**config.mk**
```make
export PLATFORM = sky130hd
export DESIGN_NAME = sudoku_edit_ctrl
export DESIGN_NICKNAME = d
export VERILOG_FILES = /design/src/rtl/sudoku_edit_ctrl.sv
export SDC_FILE = /design/constraint.sdc
export NUM_CORES = 1
export LEC_CHECK = 0
export ABC_AREA = 1
export CORE_ASPECT_RATIO = 1.4
export CORE_MARGIN = 2
export CORE_UTILIZATION = 40
export CTS_CLUSTER_SIZE = 14
export DETAILED_ROUTE_END_ITERATION = 8
export PLACE_DENSITY = 0.76
export SLEW_MARGIN = 20
export SYNTH_ARGS = -nofsm -noshare
export SYNTH_HDL_FRONTEND = slang
export SYNTH_SLANG_ARGS = --single-unit
```
**constraint.sdc**
```tcl
create_clock -name i_clk -period 7.65 [get_ports i_clk]
set_input_delay 1.53 -clock i_clk [delete_from_list [all_inputs] [get_ports i_clk]]
set_output_delay 1.53 -clock i_clk [all_outputs]
set_load 0.03 [all_outputs]
```
**src/rtl/sudoku_edit_ctrl.sv**
```systemverilog
// Sudoku edit sequencer: keyboard decode, guarded board writes, conflict scan, fill tracking.
// Optional feature: define SUDOKU_CURSOR_WRAP_EN to wrap the cursor at the board edges (default saturates).
module sudoku_edit_ctrl #(
    parameter int ACK_TIMEOUT = 15
) (
    input  logic        i_clk,
    input  logic        i_rst,
    input  logic        i_key_valid,
    input  logic [4:0]  i_key_code,
    input  logic [80:0] i_given_mask,
    output logic [6:0]  o_rd_idx,
    input  logic [3:0]  i_rd_data,
    output logic        o_wr_req,
    output logic [6:0]  o_wr_idx,
    output logic [3:0]  o_wr_data,
    input  logic        i_wr_ack,
    output logic [3:0]  o_cur_x,
    output logic [3:0]  o_cur_y,
    output logic [3:0]  o_digit,
    output logic        o_busy,
    output logic        o_given_hit,
    output logic        o_wr_fail,
    output logic        o_conflict,
    output logic [6:0]  o_filled_cnt,
    output logic        o_solved
);

    typedef enum logic [2:0] {S_INIT, S_IDLE, S_RDOLD, S_WRITE, S_SCAN} state_t;

`ifdef SUDOKU_CURSOR_WRAP_EN
    localparam logic [3:0] DEC_AT_MIN = 4'd8;
    localparam logic [3:0] INC_AT_MAX = 4'd0;
`else
    localparam logic [3:0] DEC_AT_MIN = 4'd0;
    localparam logic [3:0] INC_AT_MAX = 4'd8;
`endif

    state_t      r_state;
    logic [6:0]  r_cnt;
    logic [3:0]  r_cur_x, r_cur_y, r_digit;
    logic [3:0]  r_old;
    logic [6:0]  r_widx;
    logic [3:0]  r_to_cnt;
    logic        r_hit;
    logic        r_wr_req;
    logic [6:0]  r_wr_idx;
    logic [3:0]  r_wr_data;
    logic        r_given_hit, r_wr_fail, r_conflict, r_solved;
    logic [6:0]  r_filled;

    logic [6:0]  w_cur_idx;
    logic [6:0]  w_scan_idx;
    logic [3:0]  w_sx, w_sy, w_b;
    logic [3:0]  w_nx, w_ny;
    logic        w_hit;

    function automatic logic [3:0] base3(input logic [3:0] v);
        if (v >= 4'd6)      return 4'd6;
        else if (v >= 4'd3) return 4'd3;
        else                return 4'd0;
    endfunction

    function automatic logic [3:0] row3(input logic [3:0] b);
        if (b >= 4'd6)      return 4'd2;
        else if (b >= 4'd3) return 4'd1;
        else                return 4'd0;
    endfunction

    assign w_cur_idx = 7'(r_cur_y) * 7'd9 + 7'(r_cur_x);

    // Scan step 0..8 walks the row, 9..17 the column, 18..26 the 3x3 box.
    always_comb begin
        w_sx = r_cur_x;
        w_sy = r_cur_y;
        w_b  = 4'd0;
        if (r_cnt < 7'd9) begin
            w_sx = r_cnt[3:0];
        end else if (r_cnt < 7'd18) begin
            w_sy = 4'(r_cnt - 7'd9);
        end else begin
            w_b  = 4'(r_cnt - 7'd18);
            w_sx = base3(r_cur_x) + 4'(w_b - row3(w_b) * 4'd3);
            w_sy = base3(r_cur_y) + row3(w_b);
        end
        w_scan_idx = 7'(w_sy) * 7'd9 + 7'(w_sx);
    end

    always_comb begin
        case (r_state)
            S_INIT:  o_rd_idx = r_cnt;
            S_SCAN:  o_rd_idx = w_scan_idx;
            default: o_rd_idx = w_cur_idx;
        endcase
    end

    assign w_hit = (i_rd_data == r_wr_data) && (w_scan_idx != r_widx);

    always_comb begin
        w_nx = r_cur_x;
        w_ny = r_cur_y;
        case (i_key_code)
            5'h10:   w_ny = (r_cur_y == 4'd0) ? DEC_AT_MIN : r_cur_y - 4'd1;
            5'h11:   w_ny = (r_cur_y == 4'd8) ? INC_AT_MAX : r_cur_y + 4'd1;
            5'h12:   w_nx = (r_cur_x == 4'd0) ? DEC_AT_MIN : r_cur_x - 4'd1;
            5'h13:   w_nx = (r_cur_x == 4'd8) ? INC_AT_MAX : r_cur_x + 4'd1;
            default: ;
        endcase
    end

    always_ff @(posedge i_clk) begin
        if (i_rst) begin
            r_state     <= S_INIT;
            r_cnt       <= 7'd0;
            r_cur_x     <= 4'd0;
            r_cur_y     <= 4'd0;
            r_digit     <= 4'd0;
            r_old       <= 4'd0;
            r_widx      <= 7'd0;
            r_to_cnt    <= 4'd0;
            r_hit       <= 1'b0;
            r_wr_req    <= 1'b0;
            r_wr_idx    <= 7'd0;
            r_wr_data   <= 4'd0;
            r_given_hit <= 1'b0;
            r_wr_fail   <= 1'b0;
            r_conflict  <= 1'b0;
            r_filled    <= 7'd0;
            r_solved    <= 1'b0;
        end else begin
            r_given_hit <= 1'b0;
            r_wr_fail   <= 1'b0;
            r_solved    <= (r_filled == 7'd81) && !r_conflict;
            case (r_state)
                S_INIT: begin
                    if (i_rd_data != 4'd0)
                        r_filled <= r_filled + 7'd1;
                    if (r_cnt == 7'd80) begin
                        r_cnt   <= 7'd0;
                        r_state <= S_IDLE;
                    end else begin
                        r_cnt <= r_cnt + 7'd1;
                    end
                end
                S_IDLE: begin
                    if (i_key_valid) begin
                        if (i_key_code <= 5'd9) begin
                            r_digit <= i_key_code[3:0];
                        end else if (i_key_code >= 5'h10 && i_key_code <= 5'h13) begin
                            r_cur_x <= w_nx;
                            r_cur_y <= w_ny;
                        end else if (i_key_code == 5'h1C) begin
                            if (i_given_mask[w_cur_idx])
                                r_given_hit <= 1'b1;
                            else
                                r_state <= S_RDOLD;
                        end
                    end
                end
                S_RDOLD: begin
                    r_old     <= i_rd_data;
                    r_widx    <= w_cur_idx;
                    r_wr_req  <= 1'b1;
                    r_wr_idx  <= w_cur_idx;
                    r_wr_data <= r_digit;
                    r_to_cnt  <= 4'(ACK_TIMEOUT - 1);
                    r_state   <= S_WRITE;
                end
                S_WRITE: begin
                    if (i_wr_ack) begin
                        r_wr_req <= 1'b0;
                        if (r_old == 4'd0 && r_wr_data != 4'd0)
                            r_filled <= r_filled + 7'd1;
                        else if (r_old != 4'd0 && r_wr_data == 4'd0)
                            r_filled <= r_filled - 7'd1;
                        if (r_wr_data == 4'd0) begin
                            r_conflict <= 1'b0;
                            r_state    <= S_IDLE;
                        end else begin
                            r_cnt   <= 7'd0;
                            r_hit   <= 1'b0;
                            r_state <= S_SCAN;
                        end
                    end else if (r_to_cnt == 4'd0) begin
                        r_wr_req  <= 1'b0;
                        r_wr_fail <= 1'b1;
                        r_state   <= S_IDLE;
                    end else begin
                        r_to_cnt <= r_to_cnt - 4'd1;
                    end
                end
                S_SCAN: begin
                    r_hit <= r_hit | w_hit;
                    if (r_cnt == 7'd26) begin
                        r_conflict <= r_hit | w_hit;
                        r_cnt      <= 7'd0;
                        r_state    <= S_IDLE;
                    end else begin
                        r_cnt <= r_cnt + 7'd1;
                    end
                end
                default: r_state <= S_INIT;
            endcase
        end
    end

    assign o_wr_req     = r_wr_req;
    assign o_wr_idx     = r_wr_idx;
    assign o_wr_data    = r_wr_data;
    assign o_cur_x      = r_cur_x;
    assign o_cur_y      = r_cur_y;
    assign o_digit      = r_digit;
    assign o_busy       = (r_state != S_IDLE);
    assign o_given_hit  = r_given_hit;
    assign o_wr_fail    = r_wr_fail;
    assign o_conflict   = r_conflict;
    assign o_filled_cnt = r_filled;
    assign o_solved     = r_solved;

endmodule

```
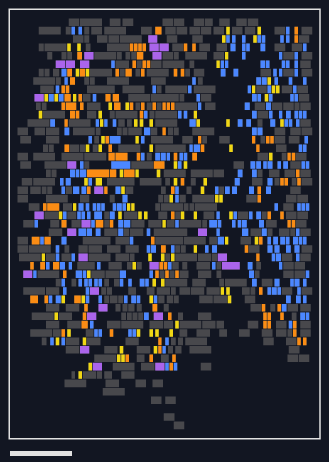
gate_families.png
Bar = 20 um.
| colour | family | cells |
|---|---|---|
| purple | XOR/XNOR gates | 27 |
| blue | NAND gates | 260 |
| yellow | inverters | 94 |
| orange | NOR gates | 127 |

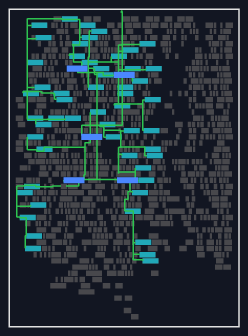
clock_map.png
[blue] cells driving clock nets | count: 5
[cyan] flip-flops | count: 54
[green] clock wires | length: 701 um
routed clock nets: 6
clk latency late pin: 0.29 ns
clock network power share: 37.6%
Worst Skew: 0.00469 ns

==> registers in the layout (all words and copies together), names as in the netlist <==
name          count
r_to_cnt          4
r_old             4
o_wr_req          1
o_digit           4
o_filled_cnt      7
o_cur_x           4
o_conflict        1
r_cnt             7
r_hit             1
o_solved          1
r_state           3
o_wr_data         4
o_wr_fail         1
o_cur_y           4
o_given_hit       1
o_wr_idx          7
==> logic make-up after synthesis <==
logic type,count (synthesis),synth area share (%)
AOI/OAI and AO/OA,152,17.1
xor gates and xnor gates,27,4.71
adders and majority gates,55,14.3
buffers and inverters,120,9.35
DFF,54,20.9
other,1,0.0724
and+or+nand+nor,392,33.6
==> through the flow <==
step                instances  cell area [um^2]  hold slack [ns]  utilization, %
finish                   1077              6830            0.460            53.5
global route             1077              6830            0.489            53.5
CTS                      1077              6820            0.467            53.5
detailed placement       1069              6640            0.454            52.1
global placement         1069              6640            0.441            52.1
floorplan                 801              5180            0.426               -
==> placed cells by master (no fill, tap or decap), drive strengths merged, types with 2 or more instances in the layout <==
cell	Yosys	final
o211ai	5	5
a211oi	2	2
a21oi	50	50
inv	91	92
a31oi	5	5
xor2	18	18
nor3b	3	3
clkinv	3	3
ha	48	48
buf	17	5
dfxtp	54	54
clkdlybuf4s50	0	134
nor4	6	6
nand4	6	6
o21ai	73	73
dlymetal6s2s	0	2
nor3	15	15
o221ai	7	7
or2	5	5
a221oi	2	2
clkbuf	9	6
nor2	103	103
a22oi	2	2
nand3b	3	3
nand2	171	171
xnor2	9	9
nand3	80	80
fa	7	7
==> power by group through the flow <==
stage / logic, mW / registers (mW) / clock network (mW)
detailed placement: 0.164 / 0.295 / 0
finish: 0.164 / 0.288 / 0.272
global route: 0.181 / 0.289 / 0.288
CTS: 0.166 / 0.288 / 0.278
global placement: 0.163 / 0.295 / 0
floorplan: 0.0844 / 0.297 / 0
==> cell type report <==
| type | count | area share [%] |
|---|---|---|
| inverter | 94 | 5.21 |
| timing repair buffer | 141 | 20.6 |
| sequential | 54 | 15.8 |
| tap | 153 | 2.80 |
| clock buffer | 6 | 2.03 |
| clock inverter | 2 | 0.568 |
| multi-input combinational | 627 | 53.0 |
==> path summary, 6_finish.rpt <==
| path | slack (ns) | cells past startpoint | from | end |
|---|---|---|---|---|
| worst max register to register | 2.24 | 26 | r_cnt[1]$_SDFFE_PP0P_ | r_hit$_SDFFE_PP0P_ |
| worst min-delay path | 0.46 | 1 | r_to_cnt[0]$_SDFFE_PP0P_ | r_to_cnt[0]$_SDFFE_PP0P_ |
| worst max-delay path | 0.45 | 19 | r_cnt[1]$_SDFFE_PP0P_ | o_rd_idx[3] |
| worst min register to register | 0.46 | 1 | r_to_cnt[0]$_SDFFE_PP0P_ | r_to_cnt[0]$_SDFFE_PP0P_ |
==> worst max-delay path, delay by kind of cell (launching register included) <==
family                     cells  cell delay, ns
AOI/OAI and AO/OA              4            0.70
buffers and inverters          4            1.05
DFF                            1            0.39
and+or+nand+nor                2            0.38
xor gates and xnor gates       1            0.17
adders and majority gates      8            2.66
==> impl_metrics.json <==
{
  "status": "finished, final reports clean",
  "yosysCellCount": 801,
  "relSlewSlack_pct": 46.8,
  "syn-num-nets": 950,
  "gp_congestion": 0.902,
  "layout.nets": 1072,
  "dieArea_um2": 13900,
  "grt_use_total_pct": 22.1,
  "ys_area_um2": 5180,
  "clk_pin_slew_ns": 0.07,
  "wl_per_cell_um": 14.7,
  "hold_class": "reg2reg",
  "combPwrFrac_pct": 22.7,
  "via_count": 5716,
  "num_rows": 49,
  "syn_area_um2": 5180,
  "ys_seq_share_pct": 20.9,
  "met3_usage_pct": 3.18,
  "most_common_cell": "nand2_1",
  "grt_busiest_layer": "met2",
  "swShare_pct": 26.0,
  "overflow": 0,
  "grt_max_degree": 44,
  "synth.area.top_cells": "dfxtp_1 21%, nand2_1 12%, ha_1 12%",
  "tns_ns": 0,
  "synth-edff-count": 0,
  "power.switching_mw": 0.189,
  "setup_viol": 0,
  "crit_fanout": 10,
  "cts_made_buffers": 5,
  "worst_pin_slew_ns": 0.797,
  "die_y_um": 139,
  "ys_top_cells_by_count": "167 x nand2_1, 94 x nor2_1, 78 x nand3_1",
  "syn_inst": 801,
  "ctsRootBufferMaster": "clkbuf_16",
  "endpoint_kind": "primary output",
  "postSynth.asyncResetShare_pct": 0,
  "h-tree-depth": 2,
  "syn_area_per_cell_um2": 6.46,
  "wl_met2_um": 7960,
  "first_global_vias": 5213,
  "path_cells": "inv_1, ha_1, inv_1, a22oi_1, nand2_1, nor2_1, ha_1, inv_1, fa_1, ha_1, fa_1, o21ai_0, o21ai_0, ha_1, ha_1, fa_1, xnor2_1, o221ai_1, clkdlybuf4s50_1",
  "area_growth_syn_to_layout_pct": 31.9,
  "hold_viol": 0,
  "powerDensity_nw_per_um2": 106,
  "io_pins": 137,
  "post_cts_buffers": 0
}
Power figures rest on the tool's default switching activity, not on a simulated workload.
